Figure 1. Met1 routing (run 1).
The bar under the picture is 50 um long. Supply wires on this layer in grey.
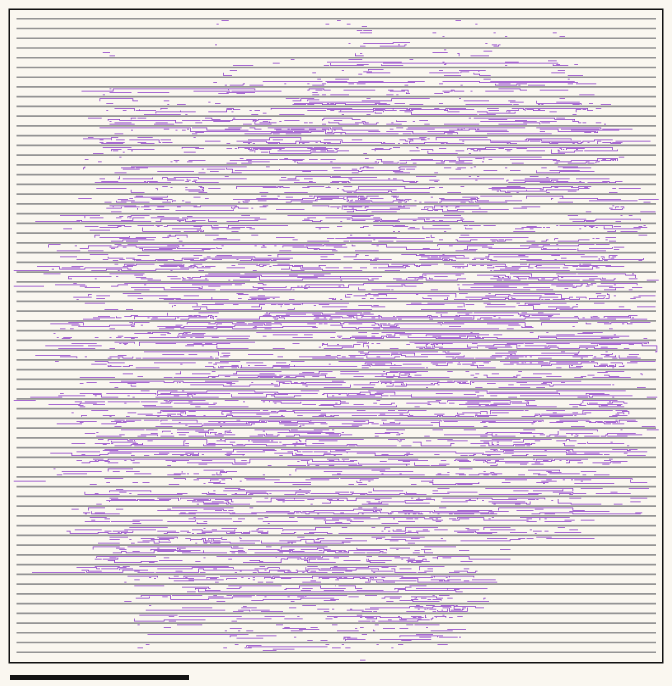
Figure 2. The metal 2 layer (run 1).
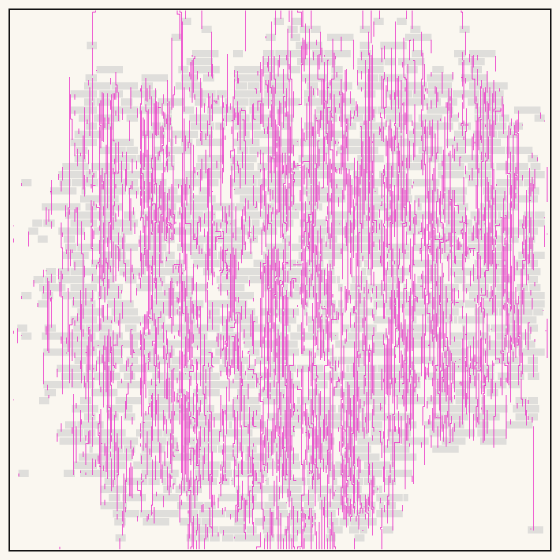
Figure 3. Met3 routing (run 1).
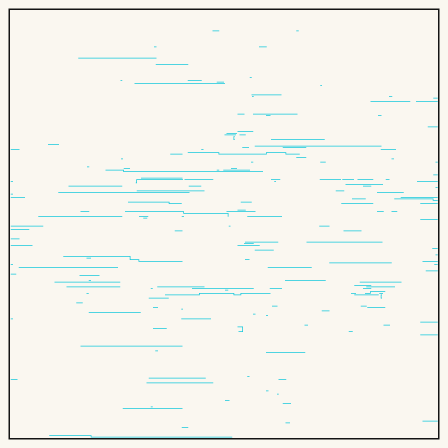
==> src/rtl/apb_slave_regfile.sv <==
`default_nettype none
// ============================================================================
//  Module   : apb_slave_regfile
//  Purpose  : APB completer serving a bank of DEPTH 32-bit registers on one
//             Pselx line. Decodes setup/access phases, optionally inserts
//             WAIT_CYCLES wait states through Pready, returns registered read
//             data on Prdata and flags misaligned/out-of-range accesses on
//             Pslverr.
//  Feature  : APB_SLV_WAIT_EN -- when defined, the wait-state down-counter is
//             built and WAIT_CYCLES is honoured; otherwise every access phase
//             completes in one cycle.
//  Revision : 1.0 - initial release
// ============================================================================
module apb_slave_regfile #(
  parameter int SEL_IDX     = 0,
  parameter int DEPTH       = 8,
  parameter int WAIT_CYCLES = 2
) (
  input  logic        Hclk,
  input  logic        Hresetn,
  input  logic [2:0]  Pselx,
  input  logic        Penable,
  input  logic        Pwrite,
  input  logic [31:0] Paddr,
  input  logic [31:0] Pwdata,
  output logic [31:0] Prdata,
  output logic        Pready,
  output logic        Pslverr
);

  // Index width actually needed to address the bank (at least one bit).
  localparam int AW = (DEPTH > 1) ? $clog2(DEPTH) : 1;
  localparam logic [10:0] DEPTH_W = 11'(DEPTH);

`ifdef APB_SLV_WAIT_EN
  localparam int EFF_WAIT = WAIT_CYCLES;
  localparam logic [3:0] CNT_LOAD = (WAIT_CYCLES > 0) ? 4'(WAIT_CYCLES - 1) : 4'd0;
`else
  // Without the wait feature WAIT_CYCLES has no effect on timing.
  localparam int EFF_WAIT = 0 * WAIT_CYCLES;
`endif
  localparam bit ZERO_WAIT = (EFF_WAIT == 0);

  typedef enum logic [0:0] {
    IDLE   = 1'b0,
    ACCESS = 1'b1
  } state_t;

  state_t            state_q, state_d;
  logic [AW-1:0]     idx_q, idx_d;
  logic              err_q, err_d;
  logic              write_q, write_d;
  logic [31:0]       wdata_q, wdata_d;
  logic [31:0]       prdata_q, prdata_d;
  logic              pready_q, pready_d;
  logic              pslverr_q, pslverr_d;
  logic [31:0]       mem_q [DEPTH];
  logic              mem_we;
`ifdef APB_SLV_WAIT_EN
  logic [3:0]        cnt_q, cnt_d;
`endif

  // Address decode of the live bus (used at the setup edge).
  logic              sel;
  logic [9:0]        setup_idx;
  logic              setup_err;
  logic [31:0]       setup_rd;
  logic [31:0]       acc_rd;
  logic              cnt_zero;

  assign sel       = Pselx[SEL_IDX];
  assign setup_idx = Paddr[11:2];
  assign setup_err = (Paddr[1:0] != 2'b00) || ({1'b0, setup_idx} >= DEPTH_W);
  // The bank is only indexed when the access is in range, so the truncated
  // index always lands on a real entry.
  assign setup_rd  = setup_err ? 32'h0 : mem_q[setup_idx[AW-1:0]];
  assign acc_rd    = err_q ? 32'h0 : mem_q[idx_q];

`ifdef APB_SLV_WAIT_EN
  assign cnt_zero = (cnt_q == 4'd0);
`else
  assign cnt_zero = 1'b1;
`endif

  // Upper address bits and the other peripheral selects are not decoded here.
  logic unused_bits;
  assign unused_bits = ^{Paddr[31:12], Pselx};

  // Next-state and output logic for the IDLE/ACCESS handshake.
  always_comb begin
    state_d   = state_q;
    idx_d     = idx_q;
    err_d     = err_q;
    write_d   = write_q;
    wdata_d   = wdata_q;
    prdata_d  = prdata_q;
    pready_d  = pready_q;
    pslverr_d = pslverr_q;
    mem_we    = 1'b0;
`ifdef APB_SLV_WAIT_EN
    cnt_d     = cnt_q;
`endif
    case (state_q)
      IDLE: begin
        if (sel && !Penable) begin
          state_d = ACCESS;
          idx_d   = setup_idx[AW-1:0];
          err_d   = setup_err;
          write_d = Pwrite;
          wdata_d = Pwdata;
          if (ZERO_WAIT) begin
            pready_d  = 1'b1;
            pslverr_d = setup_err;
            if (!Pwrite) prdata_d = setup_rd;
          end
`ifdef APB_SLV_WAIT_EN
          else begin
            cnt_d = CNT_LOAD;
          end
`endif
        end
      end
      ACCESS: begin
        if (!sel) begin
          // Abort: drop the transfer without touching the bank.
          state_d   = IDLE;
          pready_d  = 1'b0;
          pslverr_d = 1'b0;
        end else if (pready_q) begin
          // Completion cycle: commit a good write, then release the bus.
          mem_we    = write_q && !err_q;
          pready_d  = 1'b0;
          pslverr_d = 1'b0;
          state_d   = IDLE;
        end else if (cnt_zero) begin
          pready_d  = 1'b1;
          pslverr_d = err_q;
          if (!write_q) prdata_d = acc_rd;
        end
`ifdef APB_SLV_WAIT_EN
        else begin
          cnt_d = cnt_q - 4'd1;
        end
`endif
      end
      default: state_d = IDLE;
    endcase
  end

  // Control and output registers.
  always_ff @(posedge Hclk or negedge Hresetn) begin
    if (!Hresetn) begin
      state_q   <= IDLE;
      idx_q     <= '0;
      err_q     <= 1'b0;
      write_q   <= 1'b0;
      wdata_q   <= 32'h0;
      prdata_q  <= 32'h0;
      pready_q  <= 1'b0;
      pslverr_q <= 1'b0;
`ifdef APB_SLV_WAIT_EN
      cnt_q     <= 4'd0;
`endif
    end else begin
      state_q   <= state_d;
      idx_q     <= idx_d;
      err_q     <= err_d;
      write_q   <= write_d;
      wdata_q   <= wdata_d;
      prdata_q  <= prdata_d;
      pready_q  <= pready_d;
      pslverr_q <= pslverr_d;
`ifdef APB_SLV_WAIT_EN
      cnt_q     <= cnt_d;
`endif
    end
  end

  // Register bank: cleared on reset, written only in a good completion cycle.
  always_ff @(posedge Hclk or negedge Hresetn) begin
    if (!Hresetn) begin
      for (int i = 0; i < DEPTH; i++) mem_q[i] <= 32'h0;
    end else if (mem_we) begin
      mem_q[idx_q] <= wdata_q;
    end
  end

  assign Prdata  = prdata_q;
  assign Pready  = pready_q;
  assign Pslverr = pslverr_q;

endmodule
`default_nettype wire

==> config.mk <==
export PLATFORM = sky130hd
export DESIGN_NAME = apb_slave_regfile
export DESIGN_NICKNAME = d
export VERILOG_FILES = /design/src/rtl/apb_slave_regfile.sv
export SDC_FILE = /design/constraint.sdc
export NUM_CORES = 1
export LEC_CHECK = 0
export CAP_MARGIN = 20
export CORE_MARGIN = 1.5
export CORE_UTILIZATION = 50
export CTS_CLUSTER_SIZE = 28
export DETAILED_ROUTE_END_ITERATION = 8
export GPL_TIMING_DRIVEN = 0
export PLACE_DENSITY = 0.77
export SLEW_MARGIN = 20
export SYNTH_ARGS = -nofsm -noshare
export SYNTH_HDL_FRONTEND = slang
export SYNTH_SLANG_ARGS = --single-unit
==> constraint.sdc <==
create_clock -name Hclk -period 3.11 [get_ports Hclk]
set_clock_uncertainty 0.15 [all_clocks]
set_input_delay 0.622 -clock Hclk [delete_from_list [all_inputs] [get_ports Hclk]]
set_output_delay 0.622 -clock Hclk [all_outputs]
set_load 0.01 [all_outputs]
==> run summary, run 1 <==
yosys + openroad results -> Top cells by area dfrtp_1 51%, mux4_2 18%, mux2_2 16%, gr busiest metal met2, Worst Path Required 3320 ps, placer congestion estimate 0.751, std cell rows 65, Peak Freq 344 MHz, crit-path cells buf_2 > nor3b_1 > o21ai_1 > or3_1 > clkbuf_1 > buf_1 > o221ai_1, Syn Std Cell Area 0.0160 mm^2, Final Hold Violation Tally 35, Pleak 8.56 nW, MaxCap Viol Count 0, first-pass GRT wire length 59.6 mm, total core area 0.0316 mm^2, Post-Syn Area per Cell 16.2 um^2, status finished, violations left, Gate power share 10.9%, Max stage delay on crit path 570 ps, Num CTS Buffers 36, Horiz. Die Dim 182 um, crit path capture type flop, Core Util at FP 50.7%, wire per inst 24.7 um, DP HPWL 24.0 mm, unrepaired setup endpoints after global routing no, gr usage total 23.8%, First-pass DRT Iterations 5, highest-delay cell along the critical path buf_1, WHS -18.5 ps, clock-pin slew of the registers on the worst-case setup and hold paths 60 ps, clock network fraction of design power 41.7%, Area Growth Syn to Fin 15.8%, Post-Synthesis Cells 986, Worst Hold Class in -> async, final period utilization 93.4%, die height 182 um, register share of total power 47.4%, cell-internal power 7.35 mW, total gr overflow 0, WP data arrival 3110 ps, failing checks hold timing, grt met2 use 39.2%, Final Cell Area 0.0185 mm^2, Post-synth top cells 328 x dfrtp_1, 231 x mux2_2, 128 x mux4_2, Layout Utilization 58.8%, Rel. slew slack 34.0%, GRT met1 Usage 32.6%
-- Figure 1 (at the start) --
The layer holds 43% of the routed length. 1,060 nets have wire on it. The wires run mostly horizontal. The longest straight run is 66.7 um. The layer carries 16,100 um of wire.

-- Figure 2 (at the start) --
The layer carries 18,800 um of wire. The layer holds 50% of the routed length.

-- Figure 3 (at the start) --
The longest straight run is 59.8 um. The wires run mostly horizontal. The layer carries 1,740 um of wire.

-- run 1: worst max path at each step --
stage | from | end | slack, ps
floorplan | Paddr[2] | Prdata[20]$_DFFE_PN0P_ | 910
detailed placement | Pwrite | Prdata[7]$_DFFE_PN0P_ | -400
global placement | Hresetn | mem_q[207]$_DFFE_PN0P_ | -12950
CTS | state_q$_DFF_PN0_ | Prdata[3]$_DFFE_PN0P_ | 120
finish | state_q$_DFF_PN0_ | Prdata[25]$_DFFE_PN0P_ | 210
global route | state_q$_DFF_PN0_ | Prdata[26]$_DFFE_PN0P_ | 9
-- run 1: per-layer routing --
| metal | up-vias | part of all wire (%) |
|---|---|---|
| met5 | - | 0 |
| met4 | 0 | 3.1 |
| met3 | 83 | 4.6 |
| met2 | 269 | 50 |
| met1 | 5201 | 43 |
| li1 | 4084 | - |
-- run 1: logic make-up after synthesis --
kind of cell	Yosys count	synth area share, %
flops	328	51.3
buf+inv	79	2.34
simple gates	56	1.77
mux	486	42.7
compound gates	37	1.97
-- run 1: through the flow --
stage	std cells	setup slack, ps	power (mW)	setup TNS [ps]	hold slack, ps
3_3_place_gp	1467	-12950	5.83	-4253520	324
2_1_floorplan	986	907	5.33	0	176
4_1_cts	1535	125	9.97	0	5.86
6_report	1535	206	9.90	0	-18.5
3_5_place_dp	1470	-402	5.86	-9160	331
5_1_grt	1535	9.15	10.2	0	38.0
-- run 1: power groups by stage --
| stage | registers [mW] | clock network [mW] | logic, mW |
|---|---|---|---|
| 2_1_floorplan | 4.66 | 0 | 0.668 |
| 3_3_place_gp | 4.76 | 0 | 1.07 |
| 3_5_place_dp | 4.76 | 0 | 1.10 |
| 4_1_cts | 4.69 | 4.18 | 1.10 |
| 5_1_grt | 4.72 | 4.35 | 1.16 |
| 6_report | 4.69 | 4.13 | 1.08 |
-- run 1: worst max-delay path: cells and delay by family (launching register included) --
family | cells | cell delay, ps
AND/OR/NAND/NOR | 2 | 350
buffers and inverters | 3 | 1170
AND-OR/OR-AND | 2 | 720
flip-flops | 1 | 350
-- run 1: cells in the final DEF (no fill, tap or decap), drive strengths merged --
cell	n
a32o	2
mux2i	65
clkinvlp	1
nand3	2
o21ai	2
and4b	1
nand2	35
clkdlybuf4s50	78
inv	3
mux4	128
and3	1
clkbuf	77
nand3b	3
buf	59
clkinv	7
nor3b	3
o221ai	32
or3	1
nor3	3
bufinv	1
or4	1
nor4	1
mux2	293
nor2	5
a21oi	1
dfrtp	328
-- run 1: area by class of cell --
type | instances | area, um^2
fillers | 2430 | 13000
flip-flops and latches | 328 | 8210
multi-input cells | 579 | 7430
clock buffers | 55 | 1050
repair buffers | 82 | 878
well taps | 402 | 503
plain buffers | 77 | 368
clock inverters | 10 | 92.6
inverters | 2 | 7.51
-- run 1: sequential cells by signal (all words and copies together) (netlist names) --
signal / cells
Pready: 1
write_q: 1
idx_q: 3
Pslverr: 1
mem_q: 256
err_q: 1
Prdata: 32
wdata_q: 32
state_q: 1
-- run 1: repair_timing --
item	CTS	global route
hold buffers	0	0
hold endpoints to repair	0	0
resized	0	3
endpoints found under the setup margin	0	8
buffers inserted	0	0
==> run 2, diff against run 1 <==
--- a/config.mk
+++ b/config.mk
@@ -5,7 +5,7 @@
 export SDC_FILE = /design/constraint.sdc
 export NUM_CORES = 1
 export LEC_CHECK = 0
-export CAP_MARGIN = 20
+export CAP_MARGIN = 15
 export CORE_MARGIN = 1.5
 export CORE_UTILIZATION = 50
 export CTS_CLUSTER_SIZE = 28
Figure 4. Met1 routing (run 2).
The bar under the picture is 50 um long. Supply wires on this layer in grey.
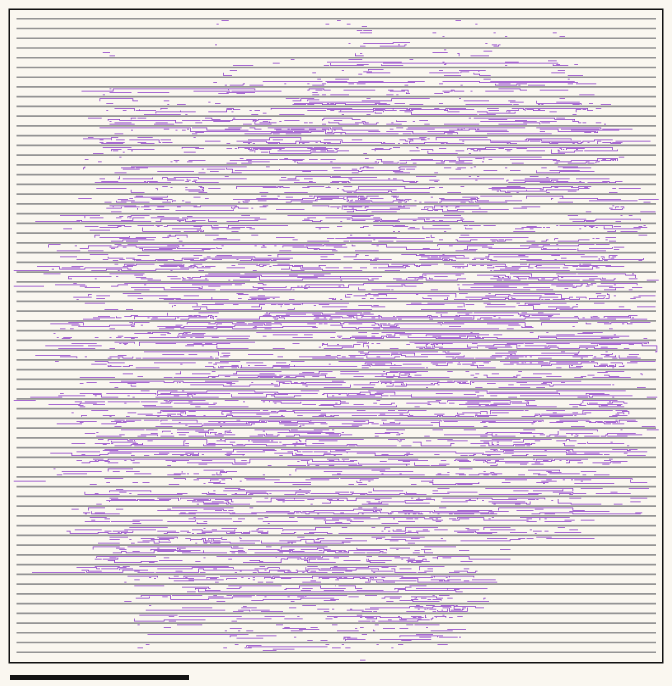
1,060 nets have wire on it. The layer carries 16,100 um of wire. The longest straight run is 66.7 um.

Figure 5. M4 wires (run 2).
The bar under the picture is 50 um long. Supply wires on this layer in grey.
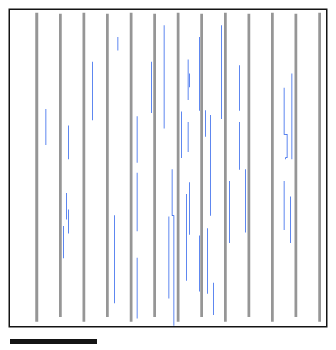
The layer holds 3.1% of the routed length. The layer carries 1,180 um of wire. The wires run mostly vertical. The longest straight run is 63.2 um.

==> run summary, run 2 <==
yosys + openroad results -> status finished, violations left, largest net degree at the start of global routing 90, Initial DRC Count 700, total power 9.90 mW (unchanged), AND-OR/OR-AND Cells, Area Fraction 1.97% (unchanged), Top cell area share 51.3%, Logic family by area multiplexers, die height 182 um (unchanged), failing checks hold timing, internal reg-to-reg setup slack 210 ps, most numerous logic cell after layout dfrtp_1, max-slew violation count 0, Top cells by area dfrtp_1 51%, mux4_2 18%, mux2_2 16%, unrepaired setup endpoints after global routing no, Peak Freq 344 MHz (unchanged), final setup TNS 0 ps (unchanged), most numerous logic cells after layout 328 x dfrtp_1, 231 x mux2_2, 128 x mux4_2, MaxCap Viol Count 0 (unchanged), First-pass DRT Iterations 5 (unchanged), Root Driver clkbuf_16, Post-Syn Area per Cell 16.2 um^2 (unchanged), Final Hold Violation Tally 35 (unchanged), register share of total power 47.4% (about the same), WHS -18.5 ps (unchanged), and+or+nand+nor area frac 1.77% (unchanged), placed cell count 1,470 (unchanged), first-pass GRT wire length 59.6 mm (unchanged), crit path capture type flop, Pleak 8.56 nW (unchanged), H-tree level count 2, wire per inst 24.7 um (unchanged), Layout Utilization 58.8% (unchanged), clock-pin slew of the registers on the worst-case setup and hold paths 60 ps (about the same), clock network fraction of design power 41.7% (about the same), drt drc 0, main flop type dfrtp_1, Die ar. 0.0331 mm^2, Post-synth seq share 51.3%, XOR/XNOR Area Share 0% (unchanged), total core area 0.0316 mm^2 (unchanged), Core Util at FP 50.7% (unchanged), YS chip area 0.0160 mm^2, Horiz. Die Dim 182 um (unchanged), Worst Path Required 3320 ps (about the same), total I/O pin count 105, cell-internal power 7.35 mW (unchanged), total gr overflow 0 (unchanged), I/O Buffers 79, Synth Area in Adders 0% (unchanged), Largest Register mem_q, Latency at later pin 530 ps, Reg2Reg Depth 7, placer congestion estimate 0.751 (unchanged), fin cells 1,535 (unchanged), final period utilization 93.4% (unchanged), Sinks on Clock Net 328, Num CTS Buffers 36 (unchanged), Worst Hold Class in -> async, Gate power share 10.9% (about the same), gr usage total 23.8% (unchanged), Post-Synthesis Cells 986 (unchanged), Syn Std Cell Area 0.0160 mm^2 (unchanged), Area Growth Syn to Fin 15.8% (unchanged), DP HPWL 24.0 mm (unchanged), WP data arrival 3110 ps (about the same), ys async rst share 100%, largest area contributor in the netlist dfrtp_1, ys cells 986, post-CTS setup buffers 0 (unchanged), area fraction in mux cells 42.7% (unchanged), Crit. Startpoint state_q$_DFF_PN0_, CP endpoint Prdata[25]$_DFFE_PN0P_, Rel. slew slack 34.0% (unchanged), std cell rows 65 (unchanged), Post-synth top cells 328 x dfrtp_1, 231 x mux2_2, 128 x mux4_2, Largest register FFs 256 (unchanged)
-- run 2: worst min path at each step --
| stage | to | slack [ps] | depth (start not counted) |
|---|---|---|---|
| after floorplan | Prdata[0]$_DFFE_PN0P_ | 180 | 0 |
| after global placement | Prdata[8]$_DFFE_PN0P_ | 320 | 2 |
| after detailed placement | Prdata[26]$_DFFE_PN0P_ | 330 | 2 |
| after CTS | mem_q[249]$_DFFE_PN0P_ | 6 | 1 |
| after global routing | wdata_q[3]$_DFFE_PN0P_ | 40 | 1 |
| final | wdata_q[2]$_DFFE_PN0P_ | -20 | 1 |
-- run 2: area by class of cell --
type / instances / area [um^2]
clock buffers: 55 / 1050
well taps: 402 / 503
clock inverters: 10 / 92.6
flip-flops and latches: 328 / 8210
plain buffers: 77 / 368
inverters: 2 / 7.51
fillers: 2430 / 13000
multi-input cells: 579 / 7430
repair buffers: 82 / 878
-- run 2: through the flow --
| step | cell area (um^2) | setup WS (ps) |
|---|---|---|
| 6_report | 18500 | 206 |
| 5_1_grt | 18500 | 9.15 |
| 4_1_cts | 18500 | 125 |
| 3_5_place_dp | 17400 | -402 |
| 3_3_place_gp | 17300 | -12950 |
| 2_1_floorplan | 16000 | 907 |
-- run 2: cell families (layout without fill, tap and decap cells) --
logic type,count (synthesis),in the layout
mux,486,486
simple gates,56,56
compound gates,37,37
buf+inv,79,226
flops,328,328
-- run 2: worst max-delay path, stage by stage, from the launching register on --
cell,delay [ps]
dfrtp_1,350
buf_2,170
nor3b_1,160
o21ai_1,530
or3_1,190
clkbuf_1,430
buf_1,570
o221ai_1,190
-- run 2: power by group through the flow --
stage               registers, mW  clock network (mW)  logic (mW)
floorplan                    4.66                   0       0.668
global placement             4.76                   0        1.07
detailed placement           4.76                   0        1.10
CTS                          4.69                4.18        1.10
global route                 4.72                4.35        1.16
finish                       4.69                4.13        1.08
-- run 2: timing repair --
action	4_1_cts	5_1_grt
setup endpoints to repair	0	8
gates resized	0	3
hold buffers	0	0
-- run 2: layer usage --
metal	up-vias	share of wire, %	GRT usage, %	routed length [um]
met3	83	4.6	3.19	1740
met1	5201	43	32.6	16100
met4	0	3.1	8.89	1180
met2	269	50	39.2	18800
li1	4084	-	-	-
met5	-	0	0	0
Power and IR drop assume default switching activity.
